--- src/rtl/paddle_move_sched.sv ---
`timescale 1ns/1ps
// -----------------------------------------------------------------------------
// paddle_move_sched
//   Central move scheduler for both paddles. UART key bytes become per-player
//   held-direction commands. One shared step timer paces motion. Both paddle
//   Y positions are owned and clamped to 0..SCREEN_H-PADDLE_H here.
//
//   Optional feature macro: PADDLE_ACCEL_EN.
//     When defined, each player counts consecutive step ticks in the same
//     direction. After ACCEL_AFTER such ticks it moves 2*STEP per tick.
//
// Ports
//   in_clk     in   1  system clock
//   reset      in   1  asynchronous, active-low reset
//   dv         in   1  UART byte valid, one-cycle pulse
//   uart_o     in   8  received UART byte (only meaningful while dv=1)
//   y_paddle1  out  9  player-1 paddle top Y
//   y_paddle2  out  9  player-2 paddle top Y
//   dir1       out  2  player-1 state: 00 IDLE, 01 UP, 10 DN
//   dir2       out  2  player-2 state, same encoding
//   step_tick  out  1  one-cycle pulse on each step tick
//   cmd_err    out  1  one-cycle pulse after dv carried an unmapped byte
// -----------------------------------------------------------------------------

// Per-player direction FSM, hold timer and clamped position register.
//   key_up_i/key_dn_i  own-key hits (already qualified by dv)
//   stop_i             K_STOP seen (already qualified by dv)
//   tick_i             registered step tick
//   dir_o / y_o        registered direction and paddle top Y
module paddle_player #(
    parameter int SCREEN_H    = 480,
    parameter int PADDLE_H    = 48,
    parameter int STEP        = 1,
    parameter int HOLD_CYCLES = 12500000,
    parameter int ACCEL_AFTER = 8
) (
    input  logic       in_clk,
    input  logic       reset,
    input  logic       key_up_i,
    input  logic       key_dn_i,
    input  logic       stop_i,
    input  logic       tick_i,
    output logic [1:0] dir_o,
    output logic [8:0] y_o
);
    typedef enum logic [1:0] {IDLE = 2'b00, UP = 2'b01, DN = 2'b10} dir_e;

    localparam int              HW      = $clog2(HOLD_CYCLES + 1);
    localparam logic [HW-1:0]   HOLD_LD = HW'(HOLD_CYCLES - 1);
    localparam logic [9:0]      YMAX    = 10'(SCREEN_H - PADDLE_H);
    localparam logic [8:0]      YRST    = 9'((SCREEN_H - PADDLE_H) / 2);

    dir_e          dir_q, dir_d;
    logic [HW-1:0] hold_q, hold_d;
    logic [8:0]    y_q, y_d;
    logic [9:0]    step_sz;
    logic [9:0]    y_ext, y_sum, y_up, y_dn;

    always_ff @(posedge in_clk or negedge reset) begin
        if (!reset) begin
            dir_q  <= IDLE;
            hold_q <= '0;
            y_q    <= YRST;
        end else begin
            dir_q  <= dir_d;
            hold_q <= hold_d;
            y_q    <= y_d;
        end
    end

    // Priority: stop > own UP > own DN > hold countdown. The hold timer is
    // loaded with HOLD_CYCLES-1. The state then leaves UP/DN on the edge where
    // the timer reads 0. That gives exactly HOLD_CYCLES active cycles.
    always_comb begin
        dir_d  = dir_q;
        hold_d = hold_q;
        if (stop_i) begin
            dir_d  = IDLE;
            hold_d = '0;
        end else if (key_up_i) begin
            dir_d  = UP;
            hold_d = HOLD_LD;
        end else if (key_dn_i) begin
            dir_d  = DN;
            hold_d = HOLD_LD;
        end else if (dir_q != IDLE) begin
            if (hold_q == '0) begin
                dir_d = IDLE;
            end else begin
                hold_d = hold_q - HW'(1);
            end
        end
    end

`ifdef PADDLE_ACCEL_EN
    localparam int            AW      = $clog2(ACCEL_AFTER + 1);
    localparam logic [AW-1:0] ACC_SAT = AW'(ACCEL_AFTER);

    logic [AW-1:0] acc_q, acc_d;

    always_ff @(posedge in_clk or negedge reset) begin
        if (!reset) acc_q <= '0;
        else        acc_q <= acc_d;
    end

    // Any direction change clears the run. That covers IDLE, reversal and
    // stop. A same-key reload leaves dir unchanged and keeps the run going.
    always_comb begin
        acc_d = acc_q;
        if (dir_q == IDLE || dir_d != dir_q) begin
            acc_d = '0;
        end else if (tick_i && acc_q != ACC_SAT) begin
            acc_d = acc_q + AW'(1);
        end
    end

    assign step_sz = (acc_q == ACC_SAT) ? 10'(2 * STEP) : 10'(STEP);
`else
    assign step_sz = 10'(STEP);
`endif

    // Arithmetic is done 10 bits wide. Underflow and overflow are caught
    // before they can wrap the 9-bit position.
    always_comb begin
        y_ext = {1'b0, y_q};
        y_sum = y_ext + step_sz;
        y_up  = (y_ext < step_sz) ? 10'd0 : (y_ext - step_sz);
        y_dn  = (y_sum > YMAX) ? YMAX : y_sum;
        y_d   = y_q;
        if (tick_i) begin
            case (dir_q)
                UP:      y_d = y_up[8:0];
                DN:      y_d = y_dn[8:0];
                default: y_d = y_q;
            endcase
        end
    end

    assign dir_o = dir_q;
    assign y_o   = y_q;
endmodule

module paddle_move_sched #(
    parameter int         SCREEN_H    = 480,
    parameter int         PADDLE_H    = 48,
    parameter int         STEP        = 1,
    parameter int         STEP_CYCLES = 2500000,
    parameter int         HOLD_CYCLES = 12500000,
    parameter int         ACCEL_AFTER = 8,
    parameter logic [7:0] K1_UP       = 8'h26,
    parameter logic [7:0] K1_DN       = 8'h28,
    parameter logic [7:0] K2_UP       = 8'h77,
    parameter logic [7:0] K2_DN       = 8'h73,
    parameter logic [7:0] K_STOP      = 8'h20
) (
    input  logic       in_clk,
    input  logic       reset,
    input  logic       dv,
    input  logic [7:0] uart_o,
    output logic [8:0] y_paddle1,
    output logic [8:0] y_paddle2,
    output logic [1:0] dir1,
    output logic [1:0] dir2,
    output logic       step_tick,
    output logic       cmd_err
);
    localparam int NUM_PLAYERS = 2;
    localparam int SW          = (STEP_CYCLES > 1) ? $clog2(STEP_CYCLES) : 1;
    localparam logic [SW-1:0] STEP_LAST = SW'(STEP_CYCLES - 1);

    localparam logic [NUM_PLAYERS-1:0][7:0] UP_KEYS = {K2_UP, K1_UP};
    localparam logic [NUM_PLAYERS-1:0][7:0] DN_KEYS = {K2_DN, K1_DN};

    typedef struct packed {
        logic up;
        logic dn;
    } key_cmd_t;

    key_cmd_t [NUM_PLAYERS-1:0]       cmd;
    logic                             key_stop;
    logic                             key_mapped;
    logic [NUM_PLAYERS-1:0][8:0]      y_all;
    logic [NUM_PLAYERS-1:0][1:0]      dir_all;

    logic [SW-1:0] cnt_q, cnt_d;
    logic          tick_q, tick_d;
    logic          err_q, err_d;

    // Key decode shared by both players. Stop is global.
    always_comb begin
        cmd        = '0;
        key_stop   = dv && (uart_o == K_STOP);
        key_mapped = (uart_o == K_STOP);
        for (int p = 0; p < NUM_PLAYERS; p++) begin
            cmd[p].up  = dv && (uart_o == UP_KEYS[p]);
            cmd[p].dn  = dv && (uart_o == DN_KEYS[p]);
            key_mapped = key_mapped || (uart_o == UP_KEYS[p]) || (uart_o == DN_KEYS[p]);
        end
    end

    // The tick is registered, so it pulses the cycle after the terminal count.
    always_comb begin
        cnt_d  = (cnt_q == STEP_LAST) ? '0 : cnt_q + SW'(1);
        tick_d = (cnt_q == STEP_LAST);
        err_d  = dv && !key_mapped;
    end

    always_ff @(posedge in_clk or negedge reset) begin
        if (!reset) begin
            cnt_q  <= '0;
            tick_q <= 1'b0;
            err_q  <= 1'b0;
        end else begin
            cnt_q  <= cnt_d;
            tick_q <= tick_d;
            err_q  <= err_d;
        end
    end

    for (genvar p = 0; p < NUM_PLAYERS; p++) begin : g_player
        paddle_player #(
            .SCREEN_H    (SCREEN_H),
            .PADDLE_H    (PADDLE_H),
            .STEP        (STEP),
            .HOLD_CYCLES (HOLD_CYCLES),
            .ACCEL_AFTER (ACCEL_AFTER)
        ) u_player (
            .in_clk   (in_clk),
            .reset    (reset),
            .key_up_i (cmd[p].up),
            .key_dn_i (cmd[p].dn),
            .stop_i   (key_stop),
            .tick_i   (tick_q),
            .dir_o    (dir_all[p]),
            .y_o      (y_all[p])
        );
    end

    assign y_paddle1 = y_all[0];
    assign y_paddle2 = y_all[1];
    assign dir1      = dir_all[0];
    assign dir2      = dir_all[1];
    assign step_tick = tick_q;
    assign cmd_err   = err_q;
endmodule

--- config.mk ---
export PLATFORM = sky130hd
export DESIGN_NAME = paddle_move_sched
export DESIGN_NICKNAME = d
export VERILOG_FILES = /design/src/rtl/paddle_move_sched.sv
export SDC_FILE = /design/constraint.sdc
export NUM_CORES = 1
export LEC_CHECK = 0
export ABC_CLOCK_PERIOD_IN_PS = 3300
export CAP_MARGIN = 0
export CORE_UTILIZATION = 25
export DETAILED_ROUTE_END_ITERATION = 8
export PLACE_DENSITY = 0.4
export REMOVE_ABC_BUFFERS = 1
export SLEW_MARGIN = 20
export SYNTH_ARGS = -nofsm -noshare
export SYNTH_HDL_FRONTEND = slang
export SYNTH_SLANG_ARGS = --single-unit
--- constraint.sdc ---
create_clock -name in_clk -period 3.3 [get_ports in_clk]
set_input_delay 0.66 -clock in_clk [delete_from_list [all_inputs] [get_ports in_clk]]
set_output_delay 0.66 -clock in_clk [all_outputs]
set_load 0.01 [all_outputs]
Fig. 1: run 1, metal 2
Drawn at 2 px/um. Cells faint in the background.
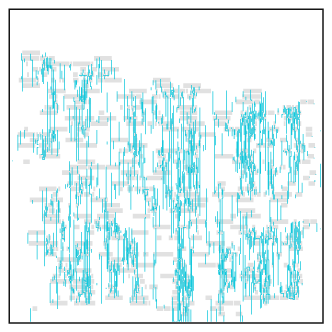
The wires run mostly vertical. The longest straight run is 59.5 um. The layer carries 7120 um of wire. The layer holds 47% of the routed length. 591 nets have wire on it.
grt met2 use: 21.3%
total number of vias: 5172

Fig. 2: run 1, met1 routing
Drawn at 2 px/um. Supply wires on this layer in grey.
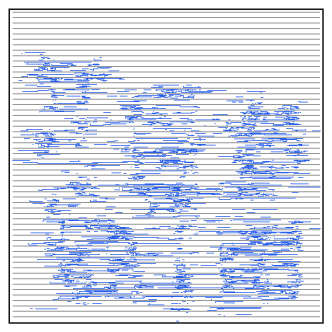
705 nets have wire on it. The layer holds 48% of the routed length.
wirelength, routed: 15200 um
met1 GRT Util: 17.9%

==> job_summary.md, run 1 <==
### Metrics collected by this job

| Metric | Value |
|---|---|
| Min Tclk post-route | `between 2000 and 3000 ps` |
| TritonCTS buffer count | `9` |
| Cell Pwr Density | `456 mW/mm^2` |
| Final Cell Area | `between 0.006 and 0.007 mm^2` |
| Max VDD drop | `around 260 uV` |
| Flop pwr share | `between 40% and 50%` |
| Final setup vio count | `0` |
| Total stage count of the critical path | `8` |
| Register-to-register setup slack | `between 600 and 700 ps` |
| HPWL Detailed | `~11000 um` |
| Routed wl met2 | `between 7000 and 8000 um` |
| Most frequent cells in the layout | `nor2_1, dfrtp_1, nand2_1` |
| Number of cells in Yosys stat | `703` |
| Pre-Repair DR Iteration Count | `5` |
| Initial Util | `roughly a quarter` |
| Synth warnings | `0` |
| Final WS setup | `601 ps` |
| Mapped Cells | `703` |
| Registers, synthesis | `around 94` |
| Crit path DAT | `2980 ps` |
| Number of global-route vias before repair | `approximately 5000` |
| Die height | `156 um` |
| Depth of the worst register-to-register path | `8` |
| Setup crit start | `g_player[0].u_player.y_o[0]` |
| WL met3 | `541 um` |
| Tool warnings | `33` |
| Ports | `35` |
| DRC errors left | `0` |
| Root Buffer | `clkbuf_16` |
| Initial DRC count | `247` |
| Final nets | `between 700 and 800` |
| Top cell excl fill/tap | `nor2_1` |
| Synth Area per Inst | `roughly 8.4 um^2` |
| Worst r2r src | `g_player[0].u_player.y_o[0]` |
| Worst setup endpoint | `g_player[0].u_player.y_o[4]` |
| Post-cts resize count | `0` |
| Crit path kind | `flip-flop to flip-flop` |
| Met1 wire length | `about 7400 um` |
| Max layer used | `met4` |
| Synthesized cell area | `between 0.005 and 0.006 mm^2` |
| H-tree levels | `3` |
| CP delay by family, top | `AND-OR/OR-AND gates` |
| Critical path startpoint category | `flip-flop` |
| Sequential element share of the synthesized area | `39.8%` |
| Worst slew pin tran | `roughly 870 ps` |
| Lkg Pwr | `2.62 nW` |
| Num Clock Sinks | `94` |
| Total grt overflow | `0` |
| Cells along the critical path | `ha_1 -> nand4_1 -> nor4b_1 -> a211oi_1 -> a2111oi_2 -> o221ai_1 -> and3b_1 -> o21ai_1` |
| # Post-CTS Setup Buffers | `0` |
| Buf/Inv on CP | `0` |
| Count of library flops with an enable pin | `0` |
| Fin. Hold Viols | `0` |
| NetSw | `between 1 and 1.5 mW` |
| Max Fanout on Critical Path | `9` |
| Clk_skew | `11.4 ps` |
| Critical path's slowest cell | `dfrtp_1` |
| Max clock buf depth | `2` |
| Internal power consumption | `2.12 mW` |
| GR Util met3 | `just under 3%` |
| Clock transition at the registers of the reported paths | `80 ps` |
| Dpl cell area | `0.00664 mm^2` |
| RSZ-0062 raised after global routing | `no` |
| Final Non-Filler Cells | `roughly 1000` |
| Post-CTS Hold Buffers | `0` |
| Comb gate area | `approximately 0.0033 mm^2` |
| Hold slack | `roughly 300 ps` |
| Vias per inst | `4.94` |
| Run status | `finished clean` |
| N_diodes | `0` |
| # port buffers | `34` |
| CP Data Required Time | `3580 ps` |
| FF/Latch Area | `approximately 0.0024 mm^2` |
| Largest net degree at the start of global routing | `roughly 56` |
Fig. 3: run 1, signal wires on met4
Drawn at 2 px/um. Supply wires on this layer in grey.
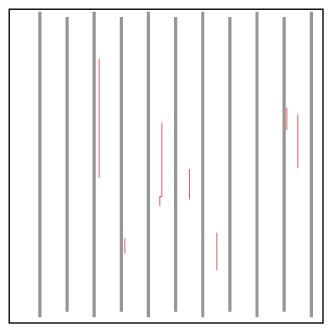
7 nets have wire on it. The layer holds 1.2% of the routed length. The layer carries 180 um of wire. The wires run mostly vertical.

Fig. 4: run 1, cell outlines without signal wires
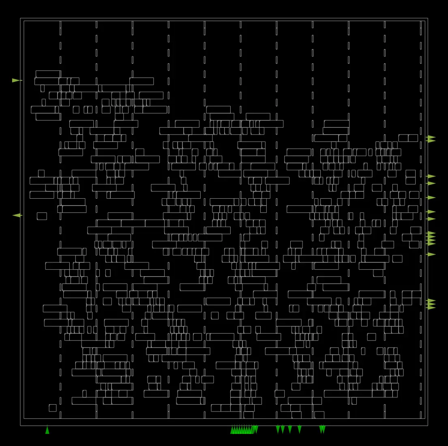
total core area: 0.0234 mm^2
Core Rows: 56
# fillers: 2534
post-layout util: 29.7%

## run 1: area by class of cell
| cell class | instances | area share [%] |
|---|---|---|
| Clock inverter | 7 | 1.24 |
| Clock buffer | 9 | 3.24 |
| Timing Repair Buffer | 43 | 6.19 |
| Multi-Input combinational cell | 545 | 48.0 |
| Tap cell | 319 | 5.74 |
| Sequential cell | 94 | 34.0 |
| Inverter | 30 | 1.62 |
## run 1: power groups by stage
stage	Sequential (mW)	Clock (mW)	Combinational [mW]
2_1_floorplan	1.46	0	0.449
3_3_place_gp	1.48	0	0.628
3_5_place_dp	1.49	0	0.634
4_1_cts	1.47	1.13	0.639
5_1_grt	1.49	1.17	0.726
6_report	1.46	1.08	0.628
## run 1: synth_stat cells, drive strengths merged, types with 9 or more instances
cell / count / share of area, %
a21oi: 55 / 4.6
a31oi: 9 / 1.2
clkbuf: 28 / 1.8
dfrtp: 86 / 36
ha: 15 / 3.2
inv: 30 / 1.9
nand2: 63 / 4.0
nand3: 31 / 2.6
nor2: 91 / 5.9
nor3: 29 / 2.4
nor4: 18 / 2.4
o21ai: 59 / 5.2
xnor2: 31 / 4.6
xor2: 19 / 2.8
## run 1: cells by family (layout without fill, tap and decap cells)
logic type,count (synthesis),count (layout),share of synthesized area (%)
mux,3,3,0.548
compound gates,173,173,18.1
xor+xnor,50,50,7.38
flops,94,94,39.8
simple gates,304,304,26.9
fa+ha+maj,15,15,3.16
buf+inv,64,89,4.13
## run 1: registers in the layout, indices dropped and copies added (netlist names)
name	cells
g_player.u_player.hold_q	48
cnt_q	22
g_player.u_player.y_o	18
g_player.u_player.dir_o	4
cmd_err	1
step_tick	1
## Run 2: what changed since run 1
--- a/config.mk
+++ b/config.mk
@@ -5,7 +5,7 @@
 export SDC_FILE = /design/constraint.sdc
 export NUM_CORES = 1
 export LEC_CHECK = 0
-export ABC_CLOCK_PERIOD_IN_PS = 3300
+export ABC_CLOCK_PERIOD_IN_PS = 2500
 export CAP_MARGIN = 0
 export CORE_UTILIZATION = 25
 export DETAILED_ROUTE_END_ITERATION = 8
==> constraint.sdc (replaced) <==
create_clock -name in_clk -period 2.5 [get_ports in_clk]
set_input_delay 0.5 -clock in_clk [delete_from_list [all_inputs] [get_ports in_clk]]
set_output_delay 0.5 -clock in_clk [all_outputs]
set_load 0.01 [all_outputs]
Fig. 5: run 2, metal 2
Drawn at 2 px/um. Cells faint in the background.
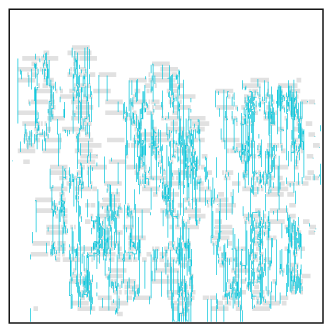
The layer carries 7670 um of wire. The layer holds 48% of the routed length. The longest straight run is 57.1 um. 672 nets have wire on it.
total number of vias: 5372
grt met2 use: 22.7%
wirelength, routed: 15900 um

Fig. 6: run 2, met1 routing
Drawn at 2 px/um. Supply wires on this layer in grey.
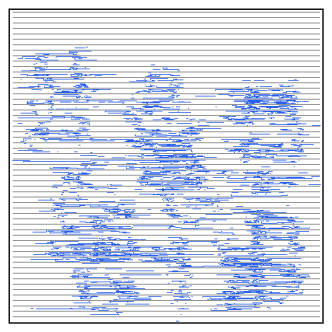
736 nets have wire on it. The longest straight run is 33.6 um.
met1 GRT Util: 18.0%

==> run 2 against run 1 <==
  * Sequential cell count unchanged
  * Utilization up 1.9 points
  * Clock skew down 5.9 ps
  * Critical path depth unchanged
  * Synthesized area unchanged
  * Die area unchanged
  * Non-clock buffer count up 55
  * Sequential share of layout area down 2.1 points
  * Maximum frequency up 14%
  * Total power up 36%
  * Critical endpoint is now g_player[1].u_player.hold_q[17]
  * Combinational power up 42%
  * Final area up 6.6%
  * Critical path type unchanged
==> job_summary.md, run 2 <==
### Metrics collected by this job

| Metric | Value |
|---|---|
| Most frequent cells after synthesis | `nor2_1, dfrtp_1, nand2_1, a21oi_1` |
| FF/Latch Area | `0.00236 mm^2 (unchanged)` |
| Comb gate area | `0.00337 mm^2 (+1.2%)` |
| Final Cell Area | `0.00741 mm^2 (+6.6%)` |
| Root Buffer | `clkbuf_16` |
| Top power group | `registers` |
| Register-to-register setup slack | `140 ps (-460 ps)` |
| # fillers | `2499 (-1.4%)` |
| Seq area share | `31.9% (-2.1 points)` |
| Critical path startpoint category | `flip-flop` |
| Non-clock buffers | `98 (+130%)` |
| Max VDD drop | `307 uV (+20%)` |
| TritonCTS buffer count | `9 (unchanged)` |
| Combinational share of cell area | `45.5% (-2.4 points)` |
| Pre-Repair DR Iteration Count | `5 (unchanged)` |
| Clk_skew | `5.44 ps (-5.94 ps)` |
| Max layer used | `met4` |
| Total core area | `0.0234 mm^2 (unchanged)` |
| Largest type area fraction | `36.2% (unchanged)` |
| DRC errors left | `0 (unchanged)` |
| Ports | `35 (unchanged)` |
| Synthesized cell area | `0.00594 mm^2 (unchanged)` |
| Sequential element share of the synthesized area | `39.8% (unchanged)` |
| N_diodes | `0 (unchanged)` |
| Final setup vio count | `0 (unchanged)` |
| Run status | `finished clean` |
| WL met3 | `437 um (-19%)` |
| Max clock buf depth | `2 (unchanged)` |
| Vias per inst | `4.87 (-1.3%)` |
| Post-CTS Hold Buffers | `0 (unchanged)` |
| Tool warnings | `33 (unchanged)` |
| Number of cells in Yosys stat | `703 (unchanged)` |
| Largest net degree at the start of global routing | `42 (-25%)` |
| Tapcells | `319 (unchanged)` |
| Top class by area | `combinational gates` |
| Internal power consumption | `2.92 mW (+38%)` |
| Initial Util | `25.4% (unchanged)` |
| Post-layout util | `31.6% (+1.9 points)` |
| Worst slew pin tran | `485 ps (-382 ps)` |
| Yosys top cell by area | `dfrtp_1` |
| Crit path DAT | `2590 ps (-390 ps)` |
| Flop pwr share | `44.9% (-1.3 points)` |
| Buffer share of cell area | `11.4% (+5.2 points)` |
| Max Fanout on Critical Path | `10 (+1)` |
| Num Clock Sinks | `94 (unchanged)` |
| Met1 wire length | `7610 um (+3.4%)` |
| Initial DRC count | `220 (-11%)` |
| Lkg Pwr | `2.90 nW (+11%)` |
| Final WS setup | `141 ps (-460 ps)` |
| Mapped Cells | `703 (unchanged)` |
| # port buffers | `34 (unchanged)` |
| Seq Cell Count | `94 (unchanged)` |
| Clock-cell share of area | `4.26% (-0.22 points)` |
| GR Util met3 | `2.39% (-0.50 points)` |
| Min Tclk post-route | `2360 ps (-340 ps)` |
| NetSw | `1.38 mW (+31%)` |
| Clk. pwr | `1.48 mW (+37%)` |
| Core Rows | `56 (unchanged)` |
| Dpl cell area | `0.00704 mm^2 (+6.1%)` |
| Worst r2r src | `g_player[1].u_player.hold_q[3]` |
| H-tree levels | `3 (unchanged)` |
| Biggest area cells | `dfrtp_1, nor2_1, a21oi_1` |
| Cell Pwr Density | `581 mW/mm^2 (+27%)` |
| Comb group | `0.893 mW (+42%)` |
| Synth Area per Inst | `8.45 um^2 (unchanged)` |
| Clock transition at the registers of the reported paths | `70 ps (about the same)` |
| Die height | `156 um (unchanged)` |
| Count of inverters not on the clock network in the layout | `30 (unchanged)` |
| Routed wl met2 | `7670 um (+7.8%)` |
| Hold slack | `75.4 ps (-225 ps)` |
| CP Data Required Time | `2730 ps (-850 ps)` |
| Biggest register | `g_player.u_player.hold_q` |
## run 2: cell counts after synthesis
No cell type changed its count.
## run 2: per-stage QoR
| stage | power [mW] | cells | TNS, ps |
|---|---|---|---|
| 2_1_floorplan | 2.51 | 669 | -3050 |
| 3_3_place_gp | 2.85 | 1085 | -1820 |
| 3_5_place_dp | 2.86 | 1085 | -2010 |
| 4_1_cts | 4.38 | 1101 | 0 |
| 5_1_grt | 4.58 | 1102 | -29.5 |
| 6_report | 4.30 | 1102 | 0 |
## run 2: cell families (layout without fill, tap and decap cells)
group / Yosys count / count (layout) / share of synthesized area [%]
flops: 94 / 94 / 39.8
simple gates: 304 / 304 / 26.9
xor+xnor: 50 / 50 / 7.38
mux: 3 / 3 / 0.548
compound gates: 173 / 173 / 18.1
buf+inv: 64 / 144 / 4.13
fa+ha+maj: 15 / 15 / 3.16
## run 2: worst max-delay path: stages, from the launching register on
cell,delay (ps)
dfrtp_1,410
or4_4,570
nor4b_4,220
buf_4,200
a31oi_4,170
o21ai_4,330
nor2_1,100
o21ai_1,120
o211ai_1,110
## run 2: worst max-delay path by stage
stage | from | endpoint | slack (ps) | cells after the start
2_1_floorplan | uart_o[7] | g_player[1].u_player.hold_q[17] | -330 | 6
3_3_place_gp | dv | g_player[0].u_player.hold_q[11] | -200 | 9
3_5_place_dp | dv | g_player[0].u_player.hold_q[11] | -200 | 9
4_1_cts | g_player[0].u_player.hold_q[8] | g_player[0].u_player.hold_q[20] | 130 | 7
5_1_grt | g_player[0].u_player.y_o[6] | g_player[0].u_player.y_o[1] | -30 | 7
6_report | g_player[1].u_player.hold_q[3] | g_player[1].u_player.hold_q[17] | 140 | 8
## run 2: timing repair
item	CTS	global route
setup buffers	0	1
gates resized	0	6
hold endpoints to repair	0	0
setup endpoints to repair	0	8
## Run 3: what changed since run 2
--- a/config.mk
+++ b/config.mk
@@ -5,13 +5,15 @@
 export SDC_FILE = /design/constraint.sdc
 export NUM_CORES = 1
 export LEC_CHECK = 0
-export ABC_CLOCK_PERIOD_IN_PS = 2500
+export ABC_CLOCK_PERIOD_IN_PS = 1900
 export CAP_MARGIN = 0
 export CORE_UTILIZATION = 25
+export CTS_BUF_LIST = sky130_fd_sc_hd__clkbuf_8
 export DETAILED_ROUTE_END_ITERATION = 8
-export PLACE_DENSITY = 0.4
+export PLACE_DENSITY = 0.41
 export REMOVE_ABC_BUFFERS = 1
 export SLEW_MARGIN = 20
 export SYNTH_ARGS = -nofsm -noshare
 export SYNTH_HDL_FRONTEND = slang
 export SYNTH_SLANG_ARGS = --single-unit
+export TNS_END_PERCENT = 100
==> constraint.sdc (replaced) <==
create_clock -name in_clk -period 1.9 [get_ports in_clk]
set_input_delay 0.38 -clock in_clk [delete_from_list [all_inputs] [get_ports in_clk]]
set_output_delay 0.38 -clock in_clk [all_outputs]
set_load 0.01 [all_outputs]
Fig. 7: run 3, metal 2
Drawn at 2 px/um. Cells faint in the background.
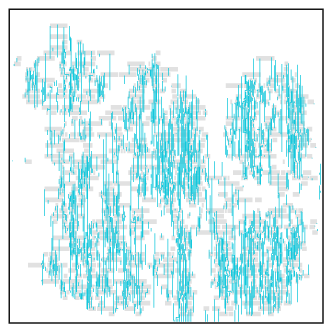
The layer carries 9790 um of wire. The longest straight run is 54.6 um. 871 nets have wire on it. The wires run mostly vertical.
total number of vias: 6171
grt met2 use: 27.4%
wirelength, routed: 19100 um

Fig. 8: run 3, cell outlines without signal wires
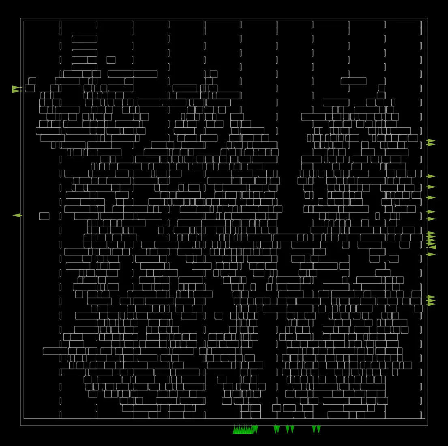
# fillers: 2341
post-layout util: 41.3%
Seq area share: 24.5%
Final Non-Filler Cells: 1282

==> run 3 against run 2 <==
  * The run now ends with negative setup slack left
  * Synthesized cell count unchanged
  * Critical path type unchanged
  * Clock-buffer cell count increased by 1
  * Critical endpoint is now g_player[0].u_player.hold_q[15]
  * Maximum frequency increased by 2.2%
  * Via count increased by 15%
==> job_summary.md, run 3 <==
### Metrics collected by this job

| Metric | Value |
|---|---|
| Worst slew pin tran | `491 ps (+5.50 ps)` |
| TritonCTS buffer count | `9 (unchanged)` |
| Max incr delay on CP | `560 ps (about the same)` |
| Critical path startpoint category | `flip-flop` |
| Multiplexer share | `0.548% (unchanged)` |
| # port buffers | `34 (unchanged)` |
| Internal power consumption | `4.21 mW (+44%)` |
| Final Cell Area | `0.00968 mm^2 (+31%)` |
| Clock transition at the registers of the reported paths | `90 ps (+20 ps)` |
| Number of cells in Yosys stat | `703 (unchanged)` |
| Crit path DAT | `2620 ps (+30 ps)` |
| Top power group | `registers` |
| Clk. pwr | `1.57 mW (+6%)` |
| Yosys stat chip area | `between 0.005 and 0.006 mm^2` |
| RSZ-0062 raised after global routing | `yes` |
| ANT nets after route | `0` |
| Run status | `complete, but fails checks` |
| Mapped Cells | `703 (unchanged)` |
| Xor+xnor area frac | `7.38% (unchanged)` |
| Final WS setup | `-409 ps (-550 ps)` |
| N_diodes | `0 (unchanged)` |
| Most used cell, CP | `or4_4` |
| Met1 GRT Util | `20.1% (+2.2 points)` |
| Final setup vio count | `63 (+63)` |
| CP Data Required Time | `2210 ps (-520 ps)` |
| Total core area | `0.0234 mm^2 (unchanged)` |
| Adder share | `3.16% (unchanged)` |
| Hold Crit Class | `primary input to asynchronous set/reset pin` |
| Sequential element share of the synthesized area | `39.8% (unchanged)` |
| Root Buffer | `clkbuf_8` |
| Dpl cell area | `0.00805 mm^2 (+14%)` |
| Largest type area fraction | `36.2% (unchanged)` |
| Comb group | `2.29 mW (+160%)` |
| DRC errors left | `0 (unchanged)` |
| Maximum Capacitance Violations | `0` |
| CTS tree | `built` |
| CP delay by family, top | `simple AND/OR/NAND/NOR gates` |
| Die height | `156 um (unchanged)` |
| Failing checks | `negative setup slack` |
| Total stage count of the critical path | `8 (unchanged)` |
| Routed wl met2 | `9790 um (+28%)` |
| Clk_skew | `13.2 ps (+7.80 ps)` |
| Pre-Repair DR Iteration Count | `4 (-1)` |
| Synth Area per Inst | `8.45 um^2 (unchanged)` |
| Max clock buf depth | `2 (unchanged)` |
| Most frequent cells after synthesis | `nor2_1, dfrtp_1, nand2_1, a21oi_1` |
| Fin. Hold Viols | `0` |
| Cells along the critical path | `or4_4 -> nor4b_4 -> buf_4 -> nand2_4 -> or4_4 -> a21oi_2 -> nor2_1 -> a21oi_1` |
| H-tree levels | `3 (unchanged)` |
| Lkg Pwr | `4.13 nW (+42%)` |
| F_max | `between 400 and 500 MHz` |
| Initial Util | `25.4% (unchanged)` |
| Initial antenna violation count | `0` |
| Yosys simple share | `26.9% (unchanged)` |
| Vias per inst | `4.81 (-1.3%)` |
| Critical path's slowest cell | `or4_4` |
| Initial DRC count | `231 (+5.0%)` |
| Cell Pwr Density | `651 mW/mm^2 (+12%)` |
| Biggest area cells | `dfrtp_1, nor2_1, a21oi_1` |
| Clk_lat worst skew | `390 ps` |
| Synth logic family | `simple AND/OR/NAND/NOR gates` |
| Largest net degree at the start of global routing | `87 (+110%)` |
| GR Util met3 | `2.53% (+0.14 points)` |
| Min Tclk post-route | `2310 ps (-50.0 ps)` |
| Total grt overflow | `0` |
| NetSw | `2.09 mW (+52%)` |
| Max layer used | `met4` |
| Worst r2r src | `g_player[0].u_player.hold_q[5]` |
| FF-to-FF End | `g_player[0].u_player.hold_q[15]` |
| AO/OA Area Share | `18.1% (unchanged)` |
| Max Fanout on Critical Path | `3 (-7)` |
| Tool warnings | `35 (+6.1%)` |
| Biggest register | `g_player.u_player.hold_q` |
| Buf/Inv on CP | `1 (unchanged)` |
| Flop pwr share | `38.8% (-6.1 points)` |
| Final nets | `984` |
| Max reg flops | `about 48` |
| Register-to-register setup slack | `-410 ps (-550 ps)` |
| Synthesized cell area | `0.00594 mm^2 (unchanged)` |
| DP Cell Count | `1220 (+12%)` |
| Max VDD drop | `291 uV (-5.2%)` |
| WL met3 | `381 um (-13%)` |
| Ports | `35 (unchanged)` |
| Core Rows | `56 (unchanged)` |
| Num Clock Sinks | `94 (unchanged)` |
| Met1 wire length | `8670 um (+14%)` |
| Overall power | `6.30 mW (+46%)` |
| Yosys top cell by area | `dfrtp_1` |
## run 3: repair_timing
action,CTS,global route
gates cloned,1,2
setup endpoints to repair,77,76
hold buffers,1,0
pin swaps,65,70
hold endpoints to repair,8,0
resized,131,122
buffers inserted,24,25
## run 3: stage by stage
stage	setup TNS, ps	worst slack (ps)	util (%)	hold WS [ps]
final	-15150	-409	41.3	351
after CTS	-16480	-420	38.5	332
after global placement	-27020	-672	34.4	212
after global routing	-22010	-482	41.3	330
after floorplan	-22350	-809	-	84.4
after detailed placement	-27910	-680	34.4	218
## run 3: final cells by class
type / count / area, um^2 / area share [%]
clock buffers: 10 / 138 / 1.42
clock inverters: 6 / 90.1 / 0.931
inverters: 30 / 113 / 1.16
multi-input cells: 545 / 4230 / 43.7
flip-flops and latches: 94 / 2370 / 24.5
well taps: 319 / 399 / 4.13
repair buffers: 278 / 2340 / 24.2
## run 3: worst max path at each step
stage / from / endpoint
2_1_floorplan: uart_o[7] / g_player[1].u_player.hold_q[17]
3_3_place_gp: dv / g_player[0].u_player.hold_q[11]
3_5_place_dp: dv / g_player[1].u_player.hold_q[19]
4_1_cts: g_player[0].u_player.hold_q[5] / g_player[0].u_player.hold_q[15]
5_1_grt: g_player[0].u_player.hold_q[8] / g_player[0].u_player.hold_q[15]
6_report: g_player[0].u_player.hold_q[5] / g_player[0].u_player.hold_q[15]
## run 3: kinds of logic (layout without fill, tap and decap cells)
group / after synthesis / after routing
AOI/OAI and AO/OA: 173 / 173
xor gates and xnor gates: 50 / 50
adders and majority gates: 15 / 15
buffers and inverters: 64 / 324
DFF: 94 / 94
muxes: 3 / 3
and+or+nand+nor: 304 / 304

==> screenshots <==
Metal 3.
Drawn at 2 px/um.
Plate I
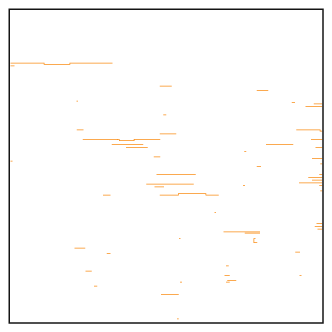
Plate II
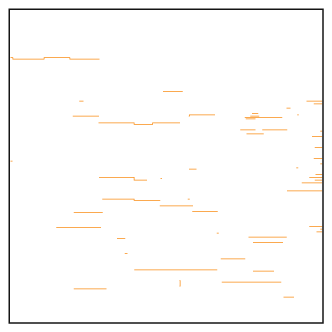
- Plate I = run 3
- Plate II = run 1

Power figures rest on the tool's default switching activity, not on a simulated workload.
